==> src/rtl/div32_pkg.sv <==
// rtl/div32_pkg.sv - shared constants and state encoding for the sequential divider
package div32_pkg;

   localparam int WORD  = 32;
   localparam int CNT_W = 6;

   typedef enum logic [1:0] {
      DIV_IDLE = 2'd0,
      DIV_ITER = 2'd1,
      DIV_DONE = 2'd2
   } div_state_e;

endpackage

==> src/rtl/div32_control.sv <==
// rtl/div32_control.sv - divider FSM and iteration counter
module div32_control
   import div32_pkg::*;
#(
   parameter int WIDTH = WORD
) (
   input  logic clk,
   input  logic rst,
   input  logic start,
   input  logic b_zero,
   input  logic t_neg,
   output logic load,
   output logic dz_load,
   output logic shl,
   output logic sub_ok,
   output logic write,
   output logic last,
   output logic busy,
   output logic done
);

   div_state_e       state_q, state_d;
   logic [CNT_W-1:0] cnt_q, cnt_d;
   logic             busy_q, busy_d;
   logic             done_q, done_d;

   always_comb begin
      state_d = state_q;
      cnt_d   = cnt_q;
      busy_d  = busy_q;
      done_d  = 1'b0;
      case (state_q)
         DIV_IDLE: begin
            if (start) begin
               cnt_d = '0;
               if (b_zero) begin
                  state_d = DIV_DONE;
                  done_d  = 1'b1;
               end else begin
                  state_d = DIV_ITER;
                  busy_d  = 1'b1;
               end
            end
         end
         DIV_ITER: begin
            cnt_d = cnt_q + CNT_W'(1);
            if (last) begin
               state_d = DIV_DONE;
               busy_d  = 1'b0;
               done_d  = 1'b1;
            end
         end
         DIV_DONE: state_d = DIV_IDLE;
         default:  state_d = DIV_IDLE;
      endcase
   end

   always_ff @(posedge clk or posedge rst) begin
      if (rst) begin
         state_q <= DIV_IDLE;
         cnt_q   <= '0;
         busy_q  <= 1'b0;
         done_q  <= 1'b0;
      end else begin
         state_q <= state_d;
         cnt_q   <= cnt_d;
         busy_q  <= busy_d;
         done_q  <= done_d;
      end
   end

   // Datapath strobes decode straight from the current state
   assign load    = (state_q == DIV_IDLE) && start && !b_zero;
   assign dz_load = (state_q == DIV_IDLE) && start && b_zero;
   assign shl     = (state_q == DIV_ITER);
   assign sub_ok  = shl && !t_neg;
   assign last    = (cnt_q == CNT_W'(WIDTH - 1));
   assign write   = shl && last;
   assign busy    = busy_q;
   assign done    = done_q;

endmodule

==> src/rtl/div32_datapath.sv <==
// rtl/div32_datapath.sv - remainder/quotient shift register, trial subtractor and result register
module div32_datapath
   import div32_pkg::*;
#(
   parameter int WIDTH = WORD
) (
   input  logic               clk,
   input  logic               rst,
   input  logic [WIDTH-1:0]   a,
   input  logic [WIDTH-1:0]   b,
   input  logic               load,
   input  logic               dz_load,
   input  logic               shl,
   input  logic               sub_ok,
   input  logic               write,
   output logic               b_zero,
   output logic               t_neg,
   output logic [2*WIDTH-1:0] res,
   output logic               div_by_zero
);

   logic [2*WIDTH:0]   rq_q, rq_d, rq_sh, rq_it;
   logic [WIDTH-1:0]   dvs_q, dvs_d;
   logic [2*WIDTH-1:0] res_q, res_d;
   logic               dz_q, dz_d;
   logic [WIDTH:0]     t;

   // Subtractor is one bit wider than the divisor so the shifted-out MSB is never lost
   assign rq_sh  = rq_q << 1;
   assign t      = rq_sh[2*WIDTH:WIDTH] - {1'b0, dvs_q};
   assign t_neg  = t[WIDTH];
   assign b_zero = (b == '0);
   assign rq_it  = sub_ok ? {t, rq_sh[WIDTH-1:1], 1'b1} : rq_sh;

   always_comb begin
      rq_d  = rq_q;
      dvs_d = dvs_q;
      res_d = res_q;
      dz_d  = dz_q;
      if (load) begin
         rq_d  = {{(WIDTH+1){1'b0}}, a};
         dvs_d = b;
      end else if (shl) begin
         rq_d = rq_it;
      end
      if (dz_load) begin
         res_d = {a, {WIDTH{1'b1}}};
         dz_d  = 1'b1;
      end else if (write) begin
         res_d = rq_it[2*WIDTH-1:0];
         dz_d  = 1'b0;
      end
   end

   always_ff @(posedge clk or posedge rst) begin
      if (rst) begin
         rq_q  <= '0;
         dvs_q <= '0;
         res_q <= '0;
         dz_q  <= 1'b0;
      end else begin
         rq_q  <= rq_d;
         dvs_q <= dvs_d;
         res_q <= res_d;
         dz_q  <= dz_d;
      end
   end

   assign res         = res_q;
   assign div_by_zero = dz_q;

endmodule

==> src/rtl/div32.sv <==
// rtl/div32.sv - sequential unsigned restoring divider returning {remainder, quotient}
module div32
   import div32_pkg::*;
#(
   parameter int WIDTH = WORD
) (
   input  logic               clk,
   input  logic               rst,
   input  logic               start,
   input  logic [WIDTH-1:0]   a,
   input  logic [WIDTH-1:0]   b,
   output logic               busy,
   output logic               done,
   output logic               div_by_zero,
   output logic [2*WIDTH-1:0] res
);

   logic load, dz_load, shl, sub_ok, write, last, b_zero, t_neg;

   div32_datapath #(.WIDTH(WIDTH)) dp (
      .clk         (clk),
      .rst         (rst),
      .a           (a),
      .b           (b),
      .load        (load),
      .dz_load     (dz_load),
      .shl         (shl),
      .sub_ok      (sub_ok),
      .write       (write),
      .b_zero      (b_zero),
      .t_neg       (t_neg),
      .res         (res),
      .div_by_zero (div_by_zero)
   );

   div32_control #(.WIDTH(WIDTH)) cu (
      .clk     (clk),
      .rst     (rst),
      .start   (start),
      .b_zero  (b_zero),
      .t_neg   (t_neg),
      .load    (load),
      .dz_load (dz_load),
      .shl     (shl),
      .sub_ok  (sub_ok),
      .write   (write),
      .last    (last),
      .busy    (busy),
      .done    (done)
   );

endmodule

==> config.mk <==
export PLATFORM = sky130hd
export DESIGN_NAME = div32
export DESIGN_NICKNAME = d
export VERILOG_FILES = /design/src/rtl/div32_pkg.sv /design/src/rtl/div32_control.sv /design/src/rtl/div32_datapath.sv /design/src/rtl/div32.sv
export SDC_FILE = /design/constraint.sdc
export NUM_CORES = 1
export LEC_CHECK = 0
export CORE_ASPECT_RATIO = 1.75
export CORE_MARGIN = 3
export CORE_UTILIZATION = 59
export CTS_CLUSTER_DIAMETER = 50
export DETAILED_ROUTE_END_ITERATION = 16
export PLACE_DENSITY_LB_ADDON = 0.08
export SLEW_MARGIN = 20
export SYNTH_ARGS = -nofsm -noshare
export SYNTH_HDL_FRONTEND = slang
export SYNTH_SLANG_ARGS = --single-unit
==> constraint.sdc <==
create_clock -name clk -period 13.9 [get_ports clk]
set_clock_uncertainty 0.2 [all_clocks]
set_input_delay 2.78 -clock clk [delete_from_list [all_inputs] [get_ports clk]]
set_output_delay 2.78 -clock clk [all_outputs]
set_load 0.05 [all_outputs]
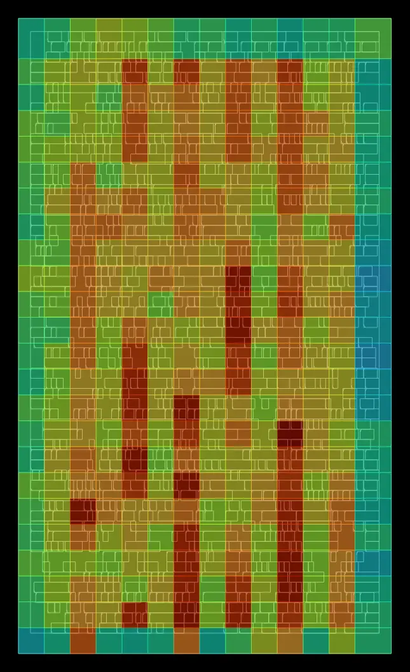
(run_1/congestion.png)
fin util: 73.8%
GR peak layer: met2

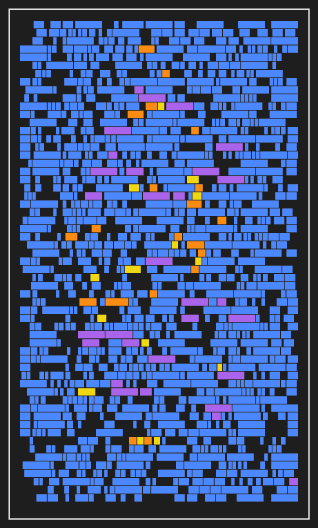
(run_1/sizes.png)
Drawn at 3 px/um.
Yellow is _2 cells, cells 14. Purple is _6 and larger, cells 30. Blue is _0 and _1 cells, cells 1049. Orange is _3 and _4 cells, cells 20.
Worst Slack Setup Final: 8.31 ns
Syn-to-layout area delta: 22.3%
number of non-clock buffers in the layout: 142
post-layout instance area: 0.0110 sq mm

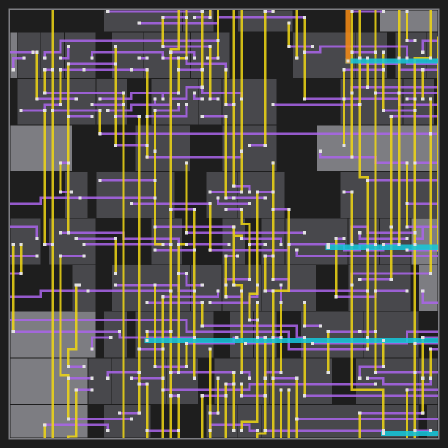
(run_1/detail.png)
Region (12, 115) to (37, 140) um. Cells in grey, sequential cells in the stronger grey; small squares are vias.
Cyan is metal 3. Orange is metal 4. Yellow is metal 2. Purple is metal 1.
Netlist names of flops here include dp.dvs_q (1), dp.rq_q (1). Sequential cells in the window: 2. 56 logic cells have their middle in the window. Most frequent: mux2i_1 (7), inv_1 (6), a21oi_1 (5).

==> impl_metrics.csv, run 1 <==
group,metric,value,unit
job,drv_cap,0,
sta,rsz0062_at_grt,"false",
worst_setup_path,startpoint_type,"primary input",
route,wl,22900,um
placed_design,pre_cts_ws,7.86,ns
die,die-area,0.0168,sq mm
worst_setup_path,crit_type,"in -> reg",
global_routing,grt_pass1_wl,38000,um
cts,cts_setup_buffers,0,
power_and_ir_drop,p_leak,4.75,nW
die,fp_util,60.4,%
global_routing,grt_pass1_vias,7498,
die,fp.dieH,169,um
hold_path,hold_path_startpoint,"dp.div_by_zero$_DFFE_PP0P_",
route,drtPass1Iterations,5,
synthesis,synth_area_leader_cell,"dfrtp_1",
global_routing,grt_max_degree,115,
sta,setup_viol,0,
synthesis,yosys.cell_types.count,63,
worst_setup_path,critPathCaptureType,"flip-flop",
worst_setup_path,r2r_setup_slack,9.93,ns
global_routing,antenna_found_initial,0,
power_and_ir_drop,power.switching,0.000986,W
placed_design,placed_area,0.0104,sq mm
run_status,status,"finished clean",
die,core_area,0.0149,sq mm
placed_design,port-buffer-count,133,
synthesis,ys_chip_area,0.00900,sq mm
sta,slew_headroom,33.5,%
sta,finalCritPeriodShare,40.2,%
cells_and_area,antenna_cells,0,
worst_setup_path,crit_chain,"clkdlybuf4s50_1, nor4_1, nand4_1, nor3_2, buf_4, nor2_2, buf_4, a22o_1, a221o_1",
worst_setup_path,reg2reg_depth,10,
route,ant_nets,0,
worst_setup_path,rr_endpoint,"dp.res[44]$_DFFE_PP0P_",
cts,ctsHoldBuffers,0,
route,first_iter_violations,603,
cts,clk_pin_slew_worst_paths,0.08,ns
synthesis,syn_inst,995,
power_and_ir_drop,p_comb_share,48.5,%
route,vias,7678,
die,rows,59,
cells_and_area,num-nets-final,1201,
worst_setup_path,crit_required,14.01,ns
job,warnings,28,
sta,fin_crit,5.59,ns
cells_and_area,most-common-layout-cells,"198 x nand2_1, 171 x dfrtp_1, 133 x clkdlybuf4s50_1",
worst_setup_path,crit_top_cell,"buf_4",
[run 1: logic make-up after synthesis]
family,Yosys count,synth area share [%]
DFF,171,47.5
xor gates and xnor gates,26,2.53
buffers and inverters,100,4.72
muxes,31,3.57
and+or+nand+nor,336,16.6
AOI/OAI and AO/OA,297,20.2
adders and majority gates,34,4.81
[run 1: power by group through the flow]
stage | combinational [W] | sequential, W | clock [W]
floorplan | 0.000899 | 0.000675 | 0
global route | 0.00123 | 0.000714 | 0.000505
finish | 0.00111 | 0.000700 | 0.000478
CTS | 0.00110 | 0.000698 | 0.000484
detailed placement | 0.00110 | 0.000704 | 0
global placement | 0.00108 | 0.000702 | 0
[run 1: routing by layer]
metal | global-route usage (%) | vias up | part of all wire [%]
li1 | - | 3736 | -
met1 | 38.1 | 3659 | 43
met2 | 46.3 | 237 | 50
met3 | 4.11 | 46 | 4.7
met4 | 9.87 | 0 | 2.4
met5 | 0 | - | 0
[run 1: worst max path at each step]
stage	startpoint	endpoint	cells past startpoint
floorplan	rst	cu.busy$_DFFE_PP0P_	1
global placement	b[24]	dp.res[59]$_DFFE_PP0P_	9
detailed placement	b[24]	dp.res[59]$_DFFE_PP0P_	9
CTS	b[24]	dp.res[59]$_DFFE_PP0P_	9
global route	b[24]	dp.res[59]$_DFFE_PP0P_	9
finish	b[24]	dp.res[59]$_DFFE_PP0P_	9
[run 1: worst max-delay path: cells and delay by family]
family | cells | cell delay (ns)
buf+inv | 3 | 1.25
compound gates | 2 | 0.49
simple gates | 4 | 1.12
[run 1: registers in the layout, indices dropped and copies added (netlist names)]
name	count
cu.busy	1
cu.cnt_q	6
cu.done	1
cu.state_q	2
dp.div_by_zero	1
dp.dvs_q	32
dp.res	64
dp.rq_q	64
[run 1: stage by stage]
stage | std cells | power (W)
2_1_floorplan | 995 | 0.00157
3_3_place_gp | 1264 | 0.00178
3_5_place_dp | 1264 | 0.00181
4_1_cts | 1296 | 0.00229
5_1_grt | 1296 | 0.00245
6_report | 1296 | 0.00229
[run 1: synthesized netlist by cell type, drive strengths merged, types with 4 or more instances]
cell	instances
nand2	199
dfrtp	171
o21ai	144
a22oi	61
clkbuf	46
nand3	46
inv	44
nor2	37
a21oi	36
ha	33
mux2i	28
xnor2	20
o211ai	12
buf	10
nand2b	9
nor3	9
nor4	9
nand4	8
a31oi	6
xor2	6
a22o	5
and2	5
a21boi	4
a21o	4
[run 1: layout make-up]
type                    instances  area (sq um)  share of cell area [%]
multi-input cells             724          4340                    39.4
flip-flops and latches        171          4280                    38.9
repair buffers                142          1400                    12.7
clock buffers                  17           425                    3.86
well taps                     183           229                    2.08
clock inverters                15           171                    1.56
inverters                      44           170                    1.55
==> run_1/layer_met1.png <==
Drawn at 4 px/um.
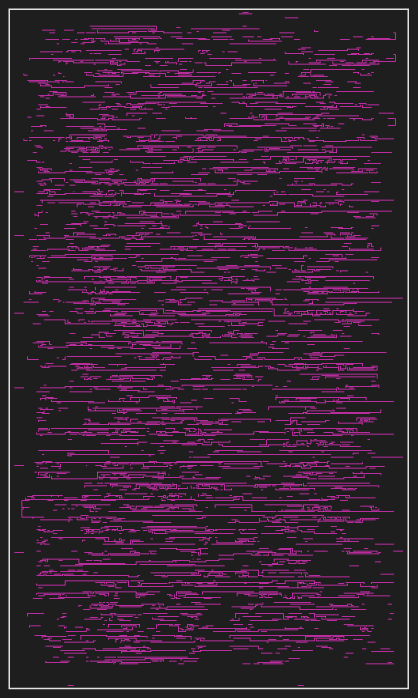

==> run 1 -> run 2 <==
--- a/config.mk
+++ b/config.mk
@@ -7,7 +7,7 @@
 export LEC_CHECK = 0
 export CORE_ASPECT_RATIO = 1.75
 export CORE_MARGIN = 3
-export CORE_UTILIZATION = 59
+export CORE_UTILIZATION = 50
 export CTS_CLUSTER_DIAMETER = 50
 export DETAILED_ROUTE_END_ITERATION = 16
 export PLACE_DENSITY_LB_ADDON = 0.08
==> constraint.sdc (replaced) <==
create_clock -name clk -period 4.8 [get_ports clk]
set_clock_uncertainty 0.2 [all_clocks]
set_input_delay 0.96 -clock clk [delete_from_list [all_inputs] [get_ports clk]]
set_output_delay 0.96 -clock clk [all_outputs]
set_load 0.05 [all_outputs]
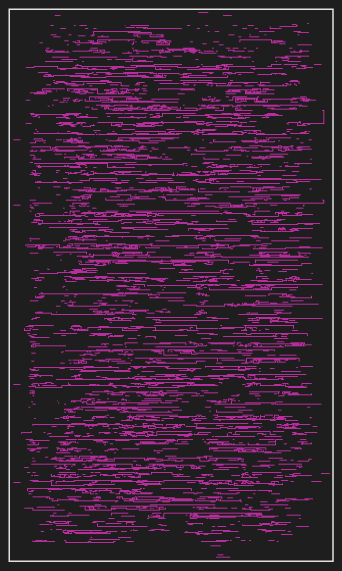
(run_2/layer_met1.png)
Drawn at 3 px/um.
The layer holds 44% of the routed length. The layer carries 10100 um of wire. The wires run mostly horizontal. The longest straight run is 32.2 um.
M1 GR Usage: 32.5%
Post-Route WL: 23100 um
vias post-DR: 7598

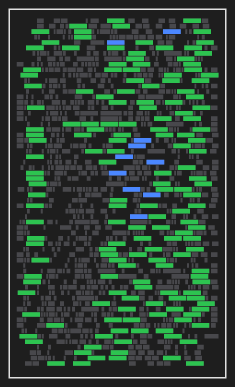
(run_2/by_instance.png)
Drawn at 2 px/um. Other cells in grey.
Green is dp, placed flops 161, where spread over the die. Blue is cu, placed flops 10.
Cell Count, Final, Fillers Out: 1346
fin util: 62.9%

==> run 2 against run 1 <==
  * Critical path type is now reg -> reg
  * Sequential share of layout area down 0.26 points
  * Sequential power rose to 2.9 times the previous value
  * First-iteration DRC count down 13%
  * Largest cell class unchanged
  * Synthesized cell count unchanged
  * Worst hold slack worse by 0.0077 ns
  * Routed wire length up 1.0%
  * Area after synthesis unchanged
==> impl_metrics.csv, run 2 <==
group,metric,value,unit
worst_setup_path,reg2reg_depth,12,
worst_setup_path,crit_chain,"inv_1, ha_1, fa_1, nand2b_1, a21oi_1, o211ai_1, a21oi_1, or3_1, and3_2, buf_12, mux2i_1, o21ai_1",
sta,setup_viol,0,
power_and_ir_drop,p_leak,4.73,nW
route,drtPass1Iterations,5,
placed_design,port-buffer-count,133,
worst_setup_path,critPathCaptureType,"flip-flop",
placed_design,pre_cts_ws,0.943,ns
synthesis,synth_area_leader_cell,"dfrtp_1",
cts,cts_setup_buffers,0,
cts,ctsHoldBuffers,0,
global_routing,grt_pass1_wl,38700,um
sta,fin_crit,3.80,ns
die,fp_util,51.1,%
run_status,status,"finished clean",
sta,rsz0062_at_grt,"false",
cells_and_area,num-nets-final,1203,
cts,clk_pin_slew_worst_paths,0.07,ns
sta,finalCritPeriodShare,79.2,%
cells_and_area,most-common-layout-cells,"198 x nand2_1, 171 x dfrtp_1, 133 x clkdlybuf4s50_1",
worst_setup_path,rr_endpoint,"dp.res[47]$_DFFE_PP0P_",
die,rows,64,
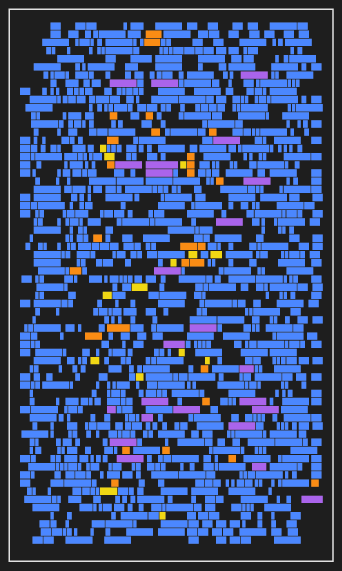
(run_2/sizes.png)
Drawn at 3 px/um.
Yellow is _2 cells, cells 14. Orange is _3 and _4 cells, cells 27. Blue is _0 and _1 cells, cells 1050. Purple is _6 and larger, cells 24.
post-layout instance area: 0.0111 sq mm
Syn-to-layout area delta: 23.1%
number of non-clock buffers in the layout: 144
Worst Slack Setup Final: 1.00 ns

-- run 2: kinds of logic (layout without fill, tap and decap cells) --
logic type | Yosys count | after routing | synth area share, %
flip-flops | 171 | 171 | 47.5
AND/OR/NAND/NOR | 336 | 336 | 16.6
adder cells (fa/ha/maj) | 34 | 34 | 4.81
XOR/XNOR | 26 | 26 | 2.53
AND-OR/OR-AND | 297 | 297 | 20.2
buffers and inverters | 100 | 220 | 4.72
multiplexers | 31 | 31 | 3.57
-- run 2: worst max-delay path: cells and delay by family (launching register included) --
family                   cells  cell delay [ns]
AND-OR/OR-AND                4             0.95
AND/OR/NAND/NOR              3             0.78
adder cells (fa/ha/maj)      2             0.62
flip-flops                   1             0.41
multiplexers                 1             0.36
buffers and inverters        2             0.35
-- run 2: per-layer routing --
| metal | wire length [um] | track usage [%] |
|---|---|---|
| met1 | 10100 | 32.5 |
| met2 | 11800 | 41.8 |
| met3 | 803 | 3.34 |
| met4 | 410 | 6.83 |
| met5 | 0 | 0 |
-- run 2: final cells by class --
cell class / count / area, sq um
clock buffer: 20 / 457
clock inverter: 12 / 116
fill: 1565 / 6530
inverter: 44 / 169
multi-input combinational: 724 / 4340
sequential: 171 / 4280
tap: 231 / 289
timing repair buffer: 144 / 1440
-- run 2: how the worst min path moves through the flow --
| stage | start | to | cells past startpoint |
|---|---|---|---|
| after floorplan | dp.rq_q[31]$_DFFE_PP0P_ | dp.rq_q[31]$_DFFE_PP0P_ | 2 |
| after global placement | cu.busy$_DFFE_PP0P_ | cu.busy$_DFFE_PP0P_ | 2 |
| after detailed placement | cu.busy$_DFFE_PP0P_ | cu.busy$_DFFE_PP0P_ | 2 |
| after CTS | cu.busy$_DFFE_PP0P_ | cu.busy$_DFFE_PP0P_ | 2 |
| after global routing | cu.busy$_DFFE_PP0P_ | cu.busy$_DFFE_PP0P_ | 2 |
| final | cu.busy$_DFFE_PP0P_ | cu.busy$_DFFE_PP0P_ | 2 |
-- run 2: stage by stage --
stage	power (W)	area [sq um]	hold slack [ns]	utilization, %
after floorplan	0.00456	9010	0.246	-
after CTS	0.00664	11100	0.277	62.9
after detailed placement	0.00529	10500	0.261	59.7
after global routing	0.00714	11100	0.301	62.9
after global placement	0.00524	10500	0.258	59.7
final	0.00662	11100	0.275	62.9
-- run 2: power breakdown --
part | internal [W] | switching, W
sequential | 0.00177 | 0.000265
combinational | 0.00133 | 0.00192
clock | 0.000746 | 0.000589
==> run_2/detail.png <==
Region (14, 125) to (39, 150) um. Cells in grey, sequential cells in the stronger grey; small squares are vias.
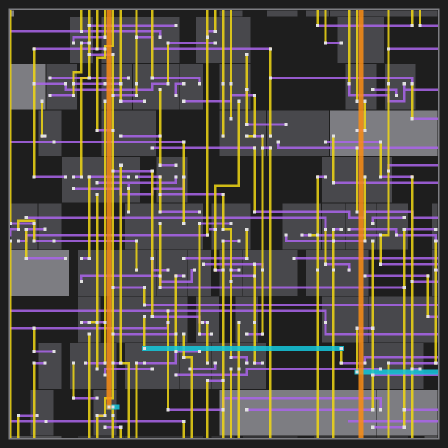

==> run 2 -> run 3 <==
==> constraint.sdc (replaced) <==
create_clock -name clk -period 3.17 [get_ports clk]
set_clock_uncertainty 0.2 [all_clocks]
set_input_delay 0.634 -clock clk [delete_from_list [all_inputs] [get_ports clk]]
set_output_delay 0.634 -clock clk [all_outputs]
set_load 0.05 [all_outputs]
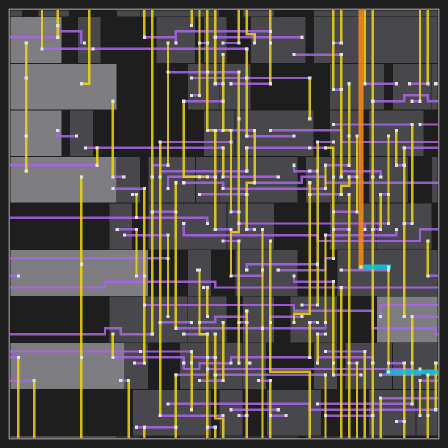
(run_3/detail.png)
Region (14, 125) to (39, 150) um. Cells in grey, sequential cells in the stronger grey; small squares are vias.
Purple is metal 1. Cyan is metal 3. Yellow is metal 2. Orange is metal 4.
Netlist names of flops here include dp.dvs_q (4). Most frequent: inv_1 (7), a21oi_1 (5), ha_1 (5). 49 logic cells have their middle in the window. Sequential cells in the window: 4.

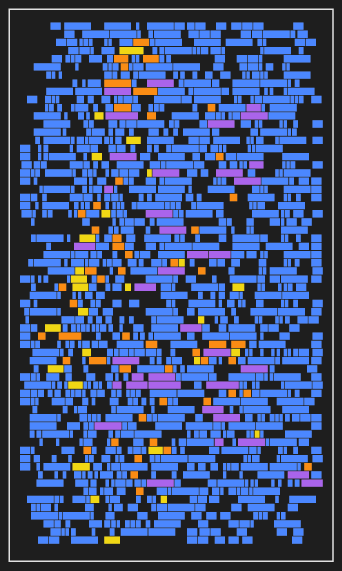
(run_3/sizes.png)
Drawn at 3 px/um.
Purple is _6 and larger, cells 37. Orange is _3 and _4 cells, cells 52. Blue is _0 and _1 cells, cells 1031. Yellow is _2 cells, cells 27.
post-layout instance area: 0.0116 sq mm
Worst Slack Setup Final: 0.0986 ns
Syn-to-layout area delta: 28.7%
number of non-clock buffers in the layout: 176

==> run 3 against run 2 <==
  * Via count is 3.9% higher
  * Largest power group unchanged
  * Critical path depth is 1 lower
  * Critical endpoint is now dp.rq_q[45]$_DFFE_PP0P_
  * Non-clock buffer count is 32 higher
  * Core utilization is 2.9 points higher
  * Clock-buffer cell count is 1 lower
==> impl_metrics.csv, run 3 <==
group,metric,value,unit
placed_design,pre_cts_ws,-0.209,ns
synthesis,edf_count,0,
cts,ctsHoldBuffers,0,
synthesis,ys_sh_adder,4.81,%
job,warnings,26,
cts,clk_pin_slew_worst_paths,0.07,ns
sta,setup_viol,0,
cells_and_area,comb_area,0.00443,sq mm
synthesis,xor_area_share,2.53,%
cts,cts_sinks,171,
worst_setup_path,cp.depth,11,
synthesis,synth.cellmix.compoundShare,20.2,%
synthesis,mux_share,3.57,%
worst_setup_path,crit_buf_inv,1,
sta,fin_crit,3.07,ns
worst_setup_path,crit_chain,"ha_1, fa_2, nand2b_4, a21oi_4, o211ai_1, a21oi_1, or3_4, and3_4, clkbuf_16, mux2i_1, o21ai_1",
sta,finalCritPeriodShare,96.9,%
worst_setup_path,rr_endpoint,"dp.rq_q[45]$_DFFE_PP0P_",
synthesis,synth_area_leader_cell,"dfrtp_1",
synthesis,synth-simple-area-share,16.6,%
synthesis,logic_family,"AND-OR/OR-AND gates",
die,fp.dieH,184,um
worst_setup_path,r2r_start,"dp.dvs_q[0]$_DFFE_PP0P_",
sta,slew_headroom,60.6,%
worst_setup_path,path_delay_family,"AND-OR/OR-AND gates",
run_status,status,"finished clean",
cells_and_area,num-fill-cells,1487,
power_and_ir_drop,p_leak,4.96,nW
worst_setup_path,critPathCaptureType,"flip-flop",
global_routing,grt_overflow,0,
cells_and_area,most-common-layout-cells,"198 x nand2_1, 171 x dfrtp_1, 133 x clkdlybuf4s50_1",
placed_design,port-buffer-count,133,
worst_setup_path,reg2reg_depth,11,
cells_and_area,flop_area,0.00428,sq mm
synthesis,common_cells,"199 x nand2_1, 171 x dfrtp_1, 91 x o21ai_0",
synthesis,synth_seq_share,47.5,%
die,fp_util,51.1,%
route,drtPass1Iterations,5,
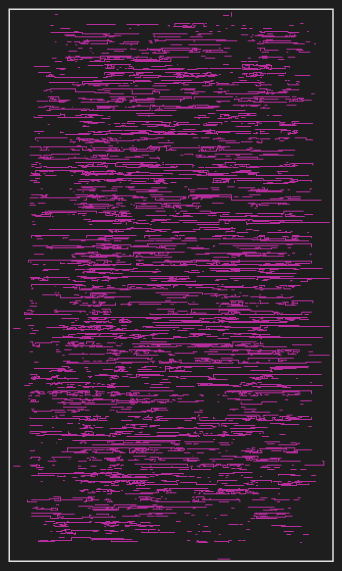
(run_3/layer_met1.png)
Drawn at 3 px/um.
1100 nets have wire on it. The longest straight run is 35.9 um.
vias post-DR: 7891
M1 GR Usage: 32.8%
Post-Route WL: 24400 um

## run 3: cell counts after synthesis
Identical to the previous run, type by type.
## run 3: metrics by stage
step | hold slack [ns] | instance area, sq um | cells | utilization, % | power [W]
2_1_floorplan | 0.246 | 9010 | 995 | - | 0.00690
3_3_place_gp | 0.258 | 10800 | 1343 | 61.4 | 0.00805
3_5_place_dp | 0.268 | 10800 | 1343 | 61.4 | 0.00818
4_1_cts | 0.286 | 11400 | 1375 | 64.9 | 0.0104
5_1_grt | 0.314 | 11600 | 1378 | 65.8 | 0.0116
6_report | 0.279 | 11600 | 1378 | 65.8 | 0.0108
## run 3: kinds of logic (layout without fill, tap and decap cells)
logic type / count (synthesis) / in the layout
and+or+nand+nor: 336 / 336
AOI/OAI and AO/OA: 297 / 297
DFF: 171 / 171
buffers and inverters: 100 / 252
adders and majority gates: 34 / 34
muxes: 31 / 31
xor gates and xnor gates: 26 / 26
## run 3: worst min path at each step
stage                                     from                    endpoint  depth (start not counted)
finish              dp.div_by_zero$_DFFE_PP0P_  dp.div_by_zero$_DFFE_PP0P_                          1
global route        dp.div_by_zero$_DFFE_PP0P_  dp.div_by_zero$_DFFE_PP0P_                          1
CTS                 dp.div_by_zero$_DFFE_PP0P_  dp.div_by_zero$_DFFE_PP0P_                          1
detailed placement         cu.busy$_DFFE_PP0P_         cu.busy$_DFFE_PP0P_                          2
global placement    dp.div_by_zero$_DFFE_PP0P_  dp.div_by_zero$_DFFE_PP0P_                          1
floorplan              dp.rq_q[31]$_DFFE_PP0P_     dp.rq_q[31]$_DFFE_PP0P_                          2
## run 3: power breakdown
part	internal [W]	switching (W)	total (W)
Sequential	0.00267	0.000418	0.00309
Clock	0.00129	0.000895	0.00218
Combinational	0.00249	0.00306	0.00555
## run 3: per-layer routing
layer / global-route usage [%] / wire, um
met5: 0 / 0
met2: 42.7 / 12300
met4: 9.81 / 820
met1: 32.8 / 10300
met3: 4.01 / 1040
## run 3: timing repair
item,4_1_cts,5_1_grt
pin swaps,0,6
setup buffers,0,1
gates cloned,0,2
gates resized,1,25
setup endpoints to repair,1,60
## run 3: area by class of cell
class	count	share of cell area (%)
inverters	44	1.46
well taps	231	2.49
clock buffers	19	3.91
repair buffers	176	15.6
flip-flops and latches	171	36.9
clock inverters	13	1.42
multi-input cells	724	38.2
Power and IR drop assume default switching activity.
